Fig. 1: signal wires on met3
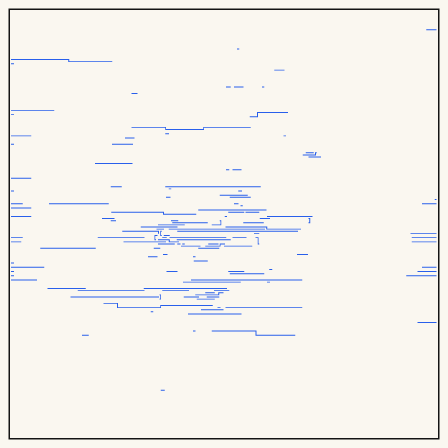
Fig. 2: congestion heat map
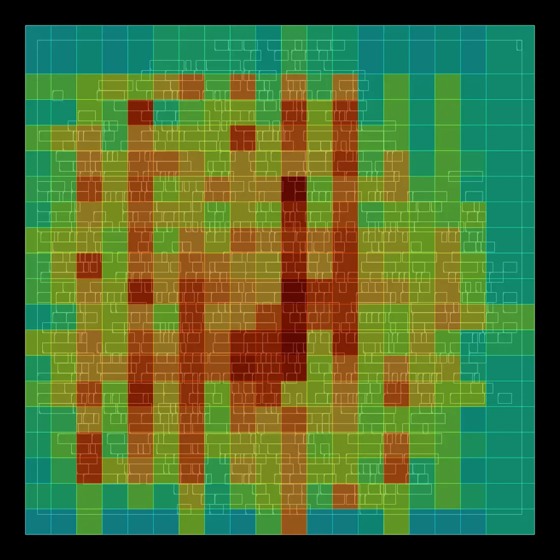
[config.mk]
export PLATFORM = sky130hd
export DESIGN_NAME = hazard_scoreboard
export DESIGN_NICKNAME = d
export VERILOG_FILES = /design/src/rtl/hazard_scoreboard.sv
export SDC_FILE = /design/constraint.sdc
export NUM_CORES = 1
export LEC_CHECK = 0
export CAP_MARGIN = 10
export CORE_MARGIN = 3
export CORE_UTILIZATION = 40
export DETAILED_ROUTE_END_ITERATION = 16
export HOLD_SLACK_MARGIN = 0.05
export PLACE_DENSITY = 0.63
export SLEW_MARGIN = 10
export SYNTH_ARGS = -nofsm -noshare
export SYNTH_HDL_FRONTEND = slang
export SYNTH_SLANG_ARGS = --single-unit
[constraint.sdc]
create_clock -name clk -period 4.1 [get_ports clk]
set_input_delay 1.025 -clock clk [delete_from_list [all_inputs] [get_ports clk]]
set_output_delay 1.025 -clock clk [all_outputs]
set_load 0.01 [all_outputs]
[src/rtl/hazard_scoreboard.sv]
// ============================================================================
//  Module      : hazard_scoreboard
//  Description : Per-register load-use hazard scoreboard. Each architectural
//                register carries a countdown that is armed when a load to
//                it issues from ID and counts down to zero as the result
//                becomes forwardable. ID is stalled while any register it
//                reads or writes is still counting.
//                Optional macro HAZARD_STATS_EN adds a stall-cycle counter
//                and the register that caused the most recent stall.
//  Revision    : 1.0 - initial release
// ============================================================================
`default_nettype none

module hazard_scoreboard #(
    parameter int REG_ADDR_W = 5,
    parameter int NUM_REGS   = 32,
    parameter int LOAD_LAT   = 2,
    parameter int CNT_W      = 3
) (
    input  logic                  clk,
    input  logic                  rst_n,
    input  logic                  id_valid,
    input  logic                  id_is_load,
    input  logic [REG_ADDR_W-1:0] id_write_reg,
    input  logic                  id_reg_write,
    input  logic [REG_ADDR_W-1:0] id_read_reg1,
    input  logic [REG_ADDR_W-1:0] id_read_reg2,
    input  logic                  id_use_reg1,
    input  logic                  id_use_reg2,
    input  logic                  pipe_hold,
    input  logic                  flush,
`ifdef HAZARD_STATS_EN
    output logic [31:0]           stall_cycles,
    output logic [REG_ADDR_W-1:0] last_stall_reg,
`endif
    output logic                  stall,
    output logic [NUM_REGS-1:0]   busy_vec
);

    localparam logic [CNT_W-1:0] c_load_lat = CNT_W'(LOAD_LAT);

    logic w_conf_rs1;
    logic w_conf_rs2;
    logic w_conf_rd;
    logic w_fire;
    logic w_set;

    // Individual conflict terms; the write term blocks WAW so a busy entry is
    // never re-armed while it is still counting down.
    assign w_conf_rs1 = id_use_reg1  && busy_vec[id_read_reg1];
    assign w_conf_rs2 = id_use_reg2  && busy_vec[id_read_reg2];
    assign w_conf_rd  = id_reg_write && busy_vec[id_write_reg];

    // Stall depends only on registered state and ID inputs; flush kills it.
    assign stall  = id_valid && !flush && (w_conf_rs1 || w_conf_rs2 || w_conf_rd);
    assign w_fire = id_valid && !stall && !flush && !pipe_hold;
    assign w_set  = w_fire && id_is_load && id_reg_write && (id_write_reg != '0);

    for (genvar i = 0; i < NUM_REGS; i++) begin : g_entry
        if (i == 0) begin : g_zero
            // Register zero is hardwired and never pending.
            assign busy_vec[i] = 1'b0;
        end else begin : g_track
            logic [CNT_W-1:0] r_cnt;

            // Arm on an issuing load to this register, otherwise count down;
            // everything freezes while the pipeline is held.
            always_ff @(posedge clk or negedge rst_n) begin
                if (!rst_n) begin
                    r_cnt <= '0;
                end else if (!pipe_hold) begin
                    if (w_set && (id_write_reg == REG_ADDR_W'(i))) begin
                        r_cnt <= c_load_lat;
                    end else if (r_cnt != '0) begin
                        r_cnt <= r_cnt - 1'b1;
                    end
                end
            end

            assign busy_vec[i] = (r_cnt != '0);
        end
    end

`ifdef HAZARD_STATS_EN
    logic [REG_ADDR_W-1:0] w_stall_src;
    logic [31:0]           r_stall_cycles;
    logic [REG_ADDR_W-1:0] r_last_stall_reg;

    // Pick the culprit register: source 1 first, then source 2, then dest.
    always_comb begin
        w_stall_src = id_write_reg;
        if (w_conf_rs1) begin
            w_stall_src = id_read_reg1;
        end else if (w_conf_rs2) begin
            w_stall_src = id_read_reg2;
        end
    end

    // Count stall cycles that actually cost a pipeline cycle and remember why.
    always_ff @(posedge clk or negedge rst_n) begin
        if (!rst_n) begin
            r_stall_cycles   <= '0;
            r_last_stall_reg <= '0;
        end else if (stall && !pipe_hold) begin
            r_stall_cycles   <= r_stall_cycles + 32'd1;
            r_last_stall_reg <= w_stall_src;
        end
    end

    assign stall_cycles   = r_stall_cycles;
    assign last_stall_reg = r_last_stall_reg;
`endif

endmodule

`default_nettype wire

==> run_results.csv <==
group,metric,value,unit
final_timing,slew_headroom,61.4,%
worst_hold_path,hold_depth,1,
flow_run,warnings,57,
synthesis,area_leaders,"dfrtp_1 34%, ha_1 11%, nor2_1 4.8%",
run_status,status,"finished, final reports clean",
routing,antenna_left,0,
die,coreArea,16700,sq um
place,numPortBuffers,55,
synthesis,yosysTopAreaCellShare,33.8,%
worst_hold_path,holdCritPathClass,"reg2reg",
synthesis,ys_cells,779,
synthesis,top_cell,"dfrtp_1",
synthesis,synth_top_cell_by_area,"dfrtp_1",
worst_setup_path,cp_top_family,"buffers and inverters",
power,p_sw,2350,uW
worst_setup_path,reg2reg_slack,0.89,ns
worst_setup_path,endpoint_kind,"output port",
die,die_y,137,um
synthesis,ys_types,56,
clocking,cts_tree,"done",
worst_setup_path,worst_ep_required_time,3.07,ns
routing,drtIter0Drc,540,
global_route,grt_start_max_net_pins,62,
final_timing,holdWs,0.503,ns
power,p_seq_share,28.9,%
layout,largest_register_ffs,93,
worst_setup_path,r2r_cells,11,
Notes on Fig. 1 above:
The layer holds 5.5% of the routed length. The longest straight run is 38.4 um. The wires run mostly horizontal. The layer carries 1030 um of wire.

Notes on Fig. 2 above:
met2 Use GR: 33.1%
drt wl/cell: 17.1 um

## layout make-up
class                      instances  area [sq um]  area share (%)
clock buffer                      12           256            3.01
clock inverter                     4          70.1           0.823
inverter                          87           328            3.85
multi-input combinational        549          4080            47.9
sequential                        93          2330            27.3
tap                              220           275            3.23
timing repair buffer             130          1180            13.9
## kinds of logic after synthesis
kind of cell             after synthesis  share of synthesized area, %
flip-flops                            93                          33.8
multiplexers                          18                          5.16
AND-OR/OR-AND                        212                          22.1
other                                  1                        0.0544
adder cells (fa/ha/maj)               62                          11.3
AND/OR/NAND/NOR                      254                          19.5
XOR/XNOR                               2                         0.254
buffers and inverters                137                          7.88
## power by group through the flow
stage | clock network, uW | logic [uW] | registers [uW]
after floorplan | 0 | 2240 | 1650
after CTS | 946 | 3260 | 1700
after global placement | 0 | 3150 | 1700
after detailed placement | 0 | 3220 | 1720
after global routing | 984 | 3670 | 1780
final | 921 | 3270 | 1700
## stage by stage
stage,area (sq um),setup slack (ns),total power (uW)
global route,8520,0.115,6430
detailed placement,8090,-0.486,4940
floorplan,6890,0.423,3890
global placement,8090,-0.466,4860
finish,8520,0.157,5890
CTS,8450,0.00484,5910
## layout by cell type, fill, tap and decap left out, types with 27 or more instances in the layout
cell type,Yosys,final
a21boi_0,31,31
a21oi_1,34,34
a31o_2,33,33
buf_4,1,69
clkdlybuf4s50_1,0,46
dfrtp_1,93,93
ha_1,62,62
inv_1,76,75
nand2_1,30,30
nor2_1,88,87
nor4_1,27,27
o31a_1,27,27
## per-layer routing
metal / part of all wire (%) / up-vias / wire, um / GRT usage (%)
met5: 0 / - / 0 / 0
met4: 2.9 / 0 / 534 / 7.76
met3: 5.5 / 47 / 1030 / 3.62
met2: 47 / 199 / 8760 / 33.1
met1: 45 / 2945 / 8400 / 27.9
li1: - / 2993 / - / -
## worst min-delay path by stage
stage,startpoint,endpoint,slack [ns]
6_report,g_entry[15].g_track.r_cnt[1],g_entry[15].g_track.r_cnt[1],0.50
3_5_place_dp,g_entry[9].g_track.r_cnt[1],g_entry[9].g_track.r_cnt[1],0.49
2_1_floorplan,g_entry[9].g_track.r_cnt[1],g_entry[9].g_track.r_cnt[1],0.46
3_3_place_gp,g_entry[27].g_track.r_cnt[0],g_entry[27].g_track.r_cnt[0],0.49
5_1_grt,g_entry[8].g_track.r_cnt[1],g_entry[8].g_track.r_cnt[1],0.53
4_1_cts,g_entry[15].g_track.r_cnt[1],g_entry[15].g_track.r_cnt[1],0.51
## timing repair
item	in CTS	in global routing
endpoints found under the setup margin	1	1
buffers inserted	1	0
pin swaps	1	4
gates resized	12	13
gates cloned	0	1
## worst reg2reg max path, stage by stage, from the launching register on
cell and delay [ns]:
dfrtp_1 0.40, inv_1 0.11, ha_1 0.17, nor2b_2 0.26, inv_2 0.12, mux4_2 0.46, or2_2 0.29, nand4_2 0.11
nand4_4 0.13, buf_4 0.26, or4_1 0.57, a31o_1 0.23
No activity file was given, so power comes from the tool's default toggle rates.
